[src/rtl/sigma_acc.sv]
// sigma_acc: signed-magnitude multi-lane accumulator.
// Accepts BEATS = ceil(TERMS/LANES) input beats, sums each beat lane by lane,
// accumulates the beat sums with clamping, and presents the total with a
// saturation flag until the downstream side takes it.
module sigma_acc #(
  parameter int N     = 16,
  parameter int F     = 8,
  parameter int LANES = 4,
  parameter int TERMS = 7
) (
  input  logic                      clk,
  input  logic                      rst_n,
  input  logic                      in_valid,
  output logic                      in_ready,
  input  logic [LANES-1:0][N-1:0]   in_data,
  output logic                      out_valid,
  input  logic                      out_ready,
  output logic [N-1:0]              out_data,
  output logic                      out_sat
);

  localparam int          BEATS      = (TERMS + LANES - 1) / LANES;
  localparam int unsigned LAST_LANES = TERMS - (BEATS - 1) * LANES;
  localparam int          CW         = $clog2(BEATS + 1);

  // Elaboration-time legality checks on the configuration.
  if (LANES < 1 || LANES > 16) begin : g_bad_lanes
    $error("sigma_acc: LANES out of range");
  end
  if (TERMS < 1 || TERMS > 1024) begin : g_bad_terms
    $error("sigma_acc: TERMS out of range");
  end
  if (F < 0 || F > N - 1) begin : g_bad_frac
    $error("sigma_acc: F out of range");
  end

  typedef enum logic [1:0] {S_IDLE, S_ACC, S_OUT} state_t;

  state_t          r_state, w_next;
  logic [N-1:0]    r_acc;
  logic [CW-1:0]   r_cnt;
  logic            r_sat;

  logic            w_accept;
  logic            w_last;
  logic [N-1:0]    w_beat_sum;
  logic            w_beat_sat;
  logic [N:0]      w_acc_sum;
  logic [N:0]      w_tmp;
  logic [N-1:0]    w_op;

  // Signed-magnitude add with clamping; returns {saturated, result}.
  // Negative zero on either operand is treated as +0, and a zero result is +0.
  function automatic logic [N:0] sm_add(input logic [N-1:0] a, input logic [N-1:0] b);
    logic          sa, sb, sr, so;
    logic [N-2:0]  ma, mb, mr;
    logic [N-1:0]  s;
    ma = a[N-2:0];
    mb = b[N-2:0];
    sa = a[N-1] & (ma != '0);
    sb = b[N-1] & (mb != '0);
    so = 1'b0;
    if (sa == sb) begin
      s  = {1'b0, ma} + {1'b0, mb};
      sr = sa;
      if (s[N-1]) begin
        mr = '1;
        so = 1'b1;
      end else begin
        mr = s[N-2:0];
      end
    end else if (ma >= mb) begin
      mr = ma - mb;
      sr = sa;
    end else begin
      mr = mb - ma;
      sr = sb;
    end
    if (mr == '0) sr = 1'b0;
    return {so, sr, mr};
  endfunction

  assign w_accept = in_valid && in_ready;
  assign w_last   = (r_state == S_IDLE) ? (BEATS == 1) : (r_cnt == CW'(BEATS - 1));

  // Beat sum ((lane0+lane1)+lane2)+..., with unused final-beat lanes forced to +0.
  always_comb begin
    w_beat_sum = in_data[0];
    w_beat_sat = 1'b0;
    w_tmp      = '0;
    w_op       = '0;
    for (int unsigned i = 1; i < LANES; i++) begin
      w_op = (w_last && i >= LAST_LANES) ? '0 : in_data[i];
      w_tmp = sm_add(w_beat_sum, w_op);
      w_beat_sum = w_tmp[N-1:0];
      w_beat_sat = w_beat_sat | w_tmp[N];
    end
    w_acc_sum = sm_add(r_acc, w_beat_sum);
  end

  // State register.
  always_ff @(posedge clk) begin
    if (!rst_n) r_state <= S_IDLE;
    else        r_state <= w_next;
  end

  // Next-state and handshake outputs.
  always_comb begin
    w_next    = r_state;
    in_ready  = 1'b0;
    out_valid = 1'b0;
    out_data  = '0;
    out_sat   = 1'b0;
    unique case (r_state)
      S_IDLE: begin
        in_ready = 1'b1;
        if (w_accept) w_next = (BEATS == 1) ? S_OUT : S_ACC;
      end
      S_ACC: begin
        in_ready = 1'b1;
        if (w_accept && w_last) w_next = S_OUT;
      end
      S_OUT: begin
        out_valid = 1'b1;
        out_data  = r_acc;
        out_sat   = r_sat;
        if (out_ready) w_next = S_IDLE;
      end
      default: w_next = S_IDLE;
    endcase
  end

  // Accumulator, beat counter and sticky saturation flag.
  always_ff @(posedge clk) begin
    if (!rst_n) begin
      r_acc <= '0;
      r_cnt <= '0;
      r_sat <= 1'b0;
    end else if (w_accept) begin
      if (r_state == S_IDLE) begin
        r_acc <= w_beat_sum;
        r_cnt <= CW'(1);
        r_sat <= w_beat_sat;
      end else begin
        r_acc <= w_acc_sum[N-1:0];
        r_cnt <= r_cnt + CW'(1);
        r_sat <= r_sat | w_beat_sat | w_acc_sum[N];
      end
    end
  end

endmodule

[config.mk]
export PLATFORM = sky130hd
export DESIGN_NAME = sigma_acc
export DESIGN_NICKNAME = d
export VERILOG_FILES = /design/src/rtl/sigma_acc.sv
export SDC_FILE = /design/constraint.sdc
export NUM_CORES = 1
export LEC_CHECK = 0
export ABC_CLOCK_PERIOD_IN_PS = 20400
export CAP_MARGIN = 0
export CORE_MARGIN = 2
export CORE_UTILIZATION = 50
export DETAILED_ROUTE_END_ITERATION = 10
export PLACE_DENSITY_LB_ADDON = 0.1
export SYNTH_ARGS = -nofsm -noshare
export SYNTH_HDL_FRONTEND = slang
export SYNTH_SLANG_ARGS = --single-unit
[constraint.sdc]
create_clock -name clk -period 20.4 [get_ports clk]
set_input_delay 5.1 -clock clk [delete_from_list [all_inputs] [get_ports clk]]
set_output_delay 5.1 -clock clk [all_outputs]
set_load 0.005 [all_outputs]
Fig. 1: run 1, sequential cells grouped by signal name
Other sequential cells in the stronger gray, the rest of the logic in the fainter gray.
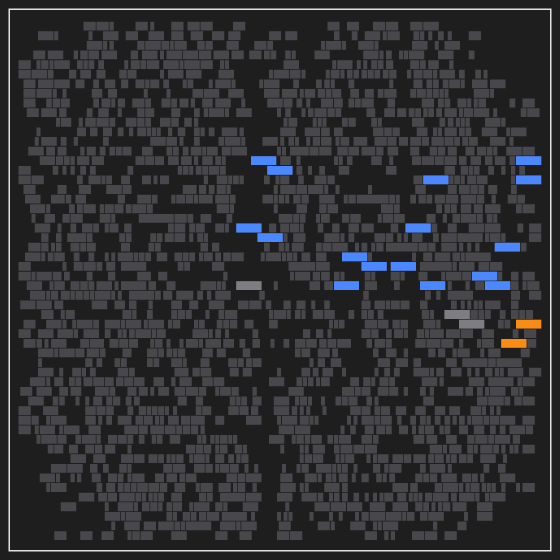
legend:
  r_acc:
    color: blue
    placed_flops: 16
  r_state:
    color: orange
    placed_flops: 2

Fig. 2: run 1, clock wires, drivers and flops
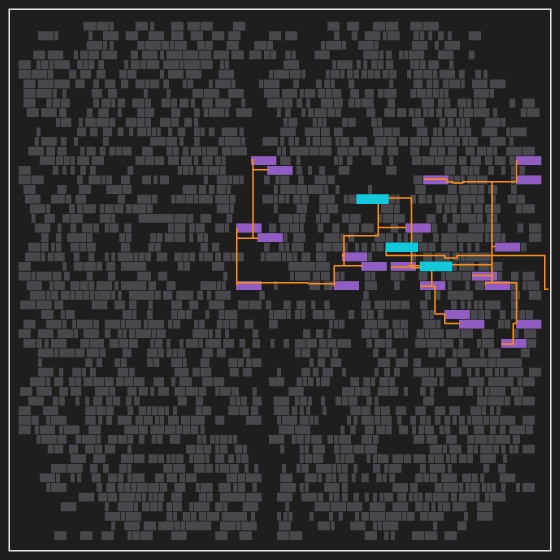
legend:
  flip-flops:
    color: purple
    count: 21
  clock-net drivers:
    color: cyan
    count: 3
  clock wires:
    color: orange
    length: 384 um
routed clock nets: 4

==> flow_metrics.env, run 1 <==
# implementation run metrics
export IMPL_clk_latency_ps=260
export IMPL_yosys_area_top_type_share_pct=20.9
export IMPL_timing_fmax_mhz=52.5
export IMPL_dieArea_um2=23300
export IMPL_ys_types=93
export IMPL_ys_seq_share_pct=3.80
export IMPL_fin_worst_skew_ps=4.40
export IMPL_io_pins=87
export IMPL_xor_area_share_pct=4.27
export IMPL_netlist_area_um2=11100
export IMPL_drcViolationCount=0
export IMPL_p_leak_nw=5.62
export IMPL_worst_pin_slew_ps=975
export IMPL_diodes=0
export IMPL_cp_slowest_cell="nor4_1"
export IMPL_gp_congestion=1.05
export IMPL_fin_crit_ps=19050
export IMPL_ant_nets=0
export IMPL_critPathRequiredTime_ps=20530
export IMPL_yosys_area_share_adder_pct=23.1
export IMPL_irDropWorstVdd_v=0.0000978
export IMPL_hold_path_class="reg2reg"
export IMPL_grt_pass1_wl_mm=59.4
export IMPL_synth_flops=21
export IMPL_power_density_nw_per_um2=183
export IMPL_ys_cells=1611
export IMPL_layout_drive_gt1_share_pct=4.98
export IMPL_ys_sh_mux_pct=5.20
export IMPL_layout_top_cell="inv_1"
export IMPL_synthTopLogicFamily="AND-OR/OR-AND gates"
export IMPL_setup_worst_path_start_class="input port"
export IMPL_path_max_fanout=19
export IMPL_min_to="r_cnt[1]$_SDFFE_PN0P_"
export IMPL_final_hold_violation_count=0
export IMPL_r2r_slack_ps=11650
export IMPL_drv_cap=0
export IMPL_worstSetupPathType="in2reg"
export IMPL_die_w_um=153
export IMPL_dp_hpwl_mm=30.7
export IMPL_hold_depth=2
export IMPL_synth_nets=1876
export IMPL_cts_tree="built"
export IMPL_clkTransAtPathRegs_ps=70
export IMPL_dpl_instance_area_um2=12200
export IMPL_async_flop_share_pct=0
export IMPL_yosys_warnings=0
export IMPL_rr_worst_depth=43
export IMPL_htreeDepth=1
export IMPL_drt_iter0_drc=1243
export IMPL_simple_gate_share_pct=21.9
export IMPL_synth_top_cells_by_area="ha_1 21%, a21oi_1 7.0%, inv_1 6.5%, nor2_1 4.5%, mux2i_1 4.0%"
export IMPL_min_from="r_cnt[1]$_SDFFE_PN0P_"
export IMPL_slew_limit_headroom_pct=33.3
export IMPL_cts_sinks=21
export IMPL_setup_viol=0
export IMPL_die_h_um=153
export IMPL_ys_area_um2=11100
export IMPL_r2r_end="r_acc[15]$_SDFFE_PN0P_"
export IMPL_aoi_share_pct=32.3
export IMPL_portBuffers=86
export IMPL_finalSetupTns_ps=0
export IMPL_tool_warnings=146
export IMPL_ctsHoldBuffers=0
export IMPL_rsz0062_at_grt="false"
export IMPL_period_used_pct=93.4
export IMPL_hold_ws_ps=458
export IMPL_grt_antenna_before_repair=0
export IMPL_rows=54
export IMPL_core_area_um2=21800
export IMPL_syn_inst=1611
export IMPL_grt_usage_pct=30.4
export IMPL_placed_cells=1924
export IMPL_post_place_ws_ps=1550
export IMPL_numCtsBuffers=3
export IMPL_syn_avg_cell_area_um2=6.87
export IMPL_fin_ws_ps=1350
export IMPL_grt_pass1_vias=11400
export IMPL_cts_setup_buffers=0
export IMPL_fp_utilization_pct=50.9
export IMPL_synthFlopType="dfxtp_1"
export IMPL_largest_area_cell="ha_1"
export IMPL_fin_nets=1914
export IMPL_critPathBufInv=5
export IMPL_total_power_mw=2.23
export IMPL_status="finished, final reports clean"
export IMPL_syn2layout_area_growth_pct=10.5
export IMPL_viasPerCell=6.28
export IMPL_crit_path_end_kind="flop"
export IMPL_gr_total_overflow=0
export IMPL_firstDrtPassIters=5
export IMPL_cts_buffer_depth=2
export IMPL_synth_edff_count=0
export IMPL_crit_path_max_incr_delay_ps=640
export IMPL_cp_data_arrival_time_ps=19180
export IMPL_critPathTopFamily="AND-OR/OR-AND gates"
export IMPL_cts_root_buf="clkbuf_16"
export IMPL_finalMaxSlewViolations=0
export IMPL_grt_max_degree=46
export IMPL_reg2reg_from="r_state[0]$_SDFFE_PN0P_"
export IMPL_layout_top_cells="193 x inv_1, 185 x ha_1, 153 x a21oi_1, 132 x nor2_1, 96 x nand2_1"
export IMPL_ctsResizeCount=0
export IMPL_fin_area_um2=12200
export IMPL_finalNonFillerCells=1928
Fig. 3: run 1, metal 1
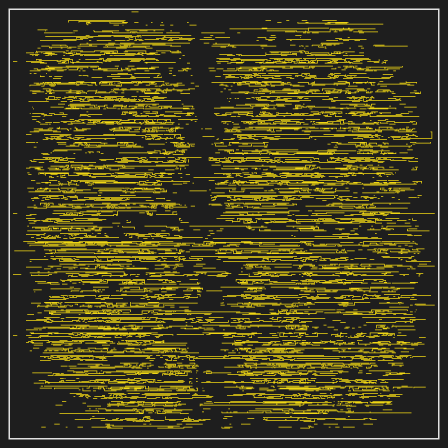
wire length on this layer: 16300 um
nets with wire on the layer: 1700
share of all routed wire: 44%
longest straight run: 60.3 um
drt total wl: 37.4 mm
Vias: 12100
routing usage on met1: 40.4%

Fig. 4: run 1, congestion heat map
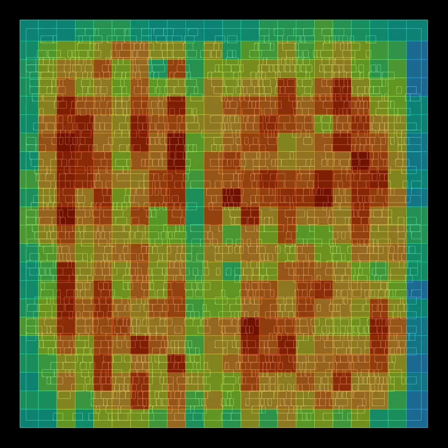
GR peak layer: met2
fin util: 56.2%
met2 Resource Use GR: 51.8%
Avg WL per Cell: 19.4 um

==> run 1: per-layer routing <==
| layer | global-route usage [%] | share of wire [%] |
|---|---|---|
| met5 | 0 | 0 |
| met4 | 9.39 | 3.6 |
| met3 | 3.01 | 6.6 |
| met2 | 51.8 | 46 |
| met1 | 40.4 | 44 |
==> run 1: power by group <==
part	internal (mW)	switching (mW)
Combinational	0.807	1.31
Sequential	0.0536	0.0211
Clock	0.0265	0.0180
Total	0.887	1.35
==> run 1: area by class of cell <==
class	count	area, um^2
clock buffers	3	75.1
clock inverters	1	5.00
fillers	2162	9520
inverters	196	736
multi-input cells	1318	9610
flip-flops and latches	21	420
well taps	280	350
repair buffers	109	1030
==> run 1: flip-flops by register name, indices dropped and copies added, names as in the netlist <==
name and flops:
r_acc 16, r_cnt 2, r_sat 1, r_state 2
==> run 1: cell usage after synthesis, types with 31 or more instances <==
library cell and n:
nand2_1 96, clkbuf_1 56, mux2i_1 44, a21oi_1 154, a21o_1 31, nor2_1 132, o21ai_0 74, o21bai_1 36
ha_1 185, xnor2_1 43, inv_1 193, nor3_1 57
==> run 1: worst max path at each step <==
stage | startpoint | endpoint | slack [ps] | depth (start not counted)
2_1_floorplan | in_data[5] | r_acc[15]$_SDFFE_PN0P_ | 3460 | 55
3_3_place_gp | in_data[1] | r_acc[15]$_SDFFE_PN0P_ | 1740 | 62
3_5_place_dp | in_data[1] | r_acc[15]$_SDFFE_PN0P_ | 1550 | 57
4_1_cts | in_data[8] | r_acc[15]$_SDFFE_PN0P_ | 1750 | 61
5_1_grt | in_data[1] | r_acc[15]$_SDFFE_PN0P_ | 120 | 58
6_report | in_data[1] | r_acc[15]$_SDFFE_PN0P_ | 1350 | 58
--- run 2 (diff from run 1) ---
- CORE_UTILIZATION: 50 -> 60
Fig. 5: run 2, sequential cells grouped by signal name
Other sequential cells in the stronger gray, the rest of the logic in the fainter gray.
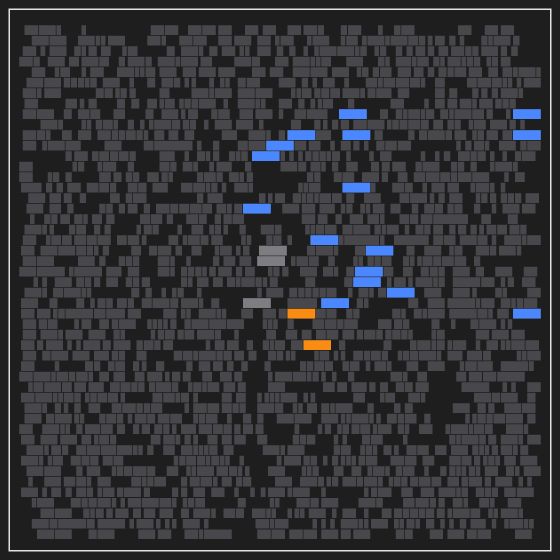
legend:
  r_acc:
    color: blue
    placed_flops: 16
  r_state:
    color: orange
    placed_flops: 2
not colored: 3

==> run 2 against run 1 <==
Hold slack better by 2.5 ps; core utilization increased by 11 points; clock skew barely moved; sequential cell count unchanged; critical endpoint unchanged; register-to-register slack better by 70 ps; critical path depth shrank 3; power rose by 0.61%; routed wire length is 0.74% lower; die size is 16% lower; design area fell by 0.70%; via count increased by 2.2%.
==> flow_metrics.env, run 2 <==
# implementation run metrics
export IMPL_crit_path_end="r_acc[15]$_SDFFE_PN0P_"
export IMPL_min_to="r_cnt[1]$_SDFFE_PN0P_"
export IMPL_logic_area_um2=9620
export IMPL_fin_nets=1910
export IMPL_synthTopCellsByCount="193 x inv_1, 185 x ha_1, 154 x a21oi_1"
export IMPL_yosys_area_top_type_share_pct=20.9
export IMPL_layout_top_cell="inv_1"
export IMPL_tool_warnings=146
export IMPL_ys_seq_share_pct=3.80
export IMPL_startpoint="in_data[1]"
export IMPL_synthFlopType="dfxtp_1"
export IMPL_pg_seq_mw=0.0746
export IMPL_syn_avg_cell_area_um2=6.87
export IMPL_htreeDepth=1
export IMPL_fin_worst_skew_ps=4.66
export IMPL_synth_edff_count=0
export IMPL_min_from="r_cnt[1]$_SDFFE_PN0P_"
export IMPL_vias=12400
export IMPL_power_frac_clock_pct=2.1
export IMPL_worst_pin_slew_ps=1140
export IMPL_layout_drive_gt1_share_pct=4.81
export IMPL_r2r_end="r_acc[15]$_SDFFE_PN0P_"
export IMPL_slew_limit_headroom_pct=23.9
export IMPL_ctsHoldBuffers=0
export IMPL_clkTransAtPathRegs_ps=70
export IMPL_top_register="r_acc"
export IMPL_dp_hpwl_mm=30.2
export IMPL_wire_per_inst_um=19.8
export IMPL_timing_fmax_mhz=52.6
export IMPL_cts_tree="built"
export IMPL_viasPerCell=6.61
export IMPL_ys_cells=1611
export IMPL_ys_area_um2=11100
export IMPL_switching_share_pct=60.7
export IMPL_path_max_fanout=12
export IMPL_powerClk_mw=0.0464
export IMPL_r2r_slack_ps=11720
export IMPL_largest_area_cell="ha_1"
export IMPL_synth_top_cells_by_area="ha_1 21%, a21oi_1 7.0%, inv_1 6.5%, nor2_1 4.5%, mux2i_1 4.0%"
export IMPL_cts_sinks=21
export IMPL_finalSetupTns_ps=0
export IMPL_finalMaxSlewViolations=0
export IMPL_cp_data_arrival_time_ps=19170
export IMPL_io_pins=87
export IMPL_core_area_um2=18000
export IMPL_rows=49
export IMPL_cp_slowest_cell="xnor2_1"
export IMPL_p_comb_mw=2.13
export IMPL_fin_crit_ps=19030
export IMPL_cts_root_buf="clkbuf_16"
export IMPL_totalWireLength_mm=37.1
export IMPL_irDropWorstVdd_v=0.000242
export IMPL_synth_nets=1876
export IMPL_power_leader="combinational logic"
export IMPL_grt_pass1_vias=11400
export IMPL_portBuffers=86
export IMPL_crit_path_end_kind="flop"
export IMPL_grt_usage_pct=36.2
export IMPL_drv_cap=0
export IMPL_cts_buffer_depth=2
export IMPL_status="finished, final reports clean"
export IMPL_ctsResizeCount=0
export IMPL_p_leak_nw=5.60
export IMPL_cts_setup_buffers=0
export IMPL_rsz0062_at_grt="false"
export IMPL_ys_types=93
export IMPL_power_density_nw_per_um2=185
export IMPL_total_power_mw=2.25
export IMPL_grt_max_degree=45
export IMPL_firstDrtPassIters=8
export IMPL_critPathRequiredTime_ps=20540
export IMPL_pwr_share_comb_pct=94.6
export IMPL_synth_flops=21
export IMPL_period_used_pct=93.3
export IMPL_async_flop_share_pct=0
export IMPL_clk_latency_ps=270
export IMPL_drcViolationCount=0
export IMPL_netlist_area_um2=11100
export IMPL_final_hold_violation_count=0
export IMPL_worstSetupPathType="in2reg"
export IMPL_diodes=0
export IMPL_hold_depth=2
export IMPL_intPower_mw=0.884
run 2: cell counts after synthesis:
No cell type changed its count.
run 2: routing by layer:
layer,global-route usage [%],vias to the layer above,part of all wire [%]
met3,3.92,106,8.1
met4,14.0,0,3.8
met2,58.6,697,45
met1,49.5,5704,43
met5,0,-,0
li1,-,5865,-
run 2: critical path, delay by kind of cell:
| kind | cells | cell delay (ps) |
|---|---|---|
| buffers and inverters | 5 | 1250 |
| multiplexers | 4 | 1720 |
| AND-OR/OR-AND | 33 | 6720 |
| AND/OR/NAND/NOR | 7 | 2150 |
| adder cells (fa/ha/maj) | 3 | 1410 |
| XOR/XNOR | 3 | 810 |
run 2: logic make-up after synthesis:
kind of cell / after synthesis / synth area share (%)
AND/OR/NAND/NOR: 484 / 21.9
multiplexers: 56 / 5.20
adder cells (fa/ha/maj): 197 / 23.1
XOR/XNOR: 54 / 4.27
AND-OR/OR-AND: 527 / 32.3
buffers and inverters: 272 / 9.46
flip-flops: 21 / 3.80
run 2: per-stage QoR:
| stage | setup slack, ps | utilization, % | area, um^2 | instances | hold WS (ps) |
|---|---|---|---|---|---|
| after global placement | 1640 | 66.9 | 12100 | 1869 | 438 |
| after floorplan | 3460 | - | 11100 | 1611 | 432 |
| after CTS | 1530 | 67.4 | 12100 | 1873 | 463 |
| after detailed placement | 1310 | 66.9 | 12100 | 1869 | 453 |
| after global routing | 288 | 67.4 | 12100 | 1873 | 502 |
| final | 1370 | 67.4 | 12100 | 1873 | 460 |
run 2: layout make-up:
class | instances | share of cell area (%)
repair buffers | 105 | 8.26
flip-flops and latches | 21 | 3.46
multi-input cells | 1318 | 79.2
inverters | 196 | 6.06
clock inverters | 1 | 0.0618
well taps | 229 | 2.36
clock buffers | 3 | 0.618
No activity file was given, so power comes from the tool's default toggle rates.
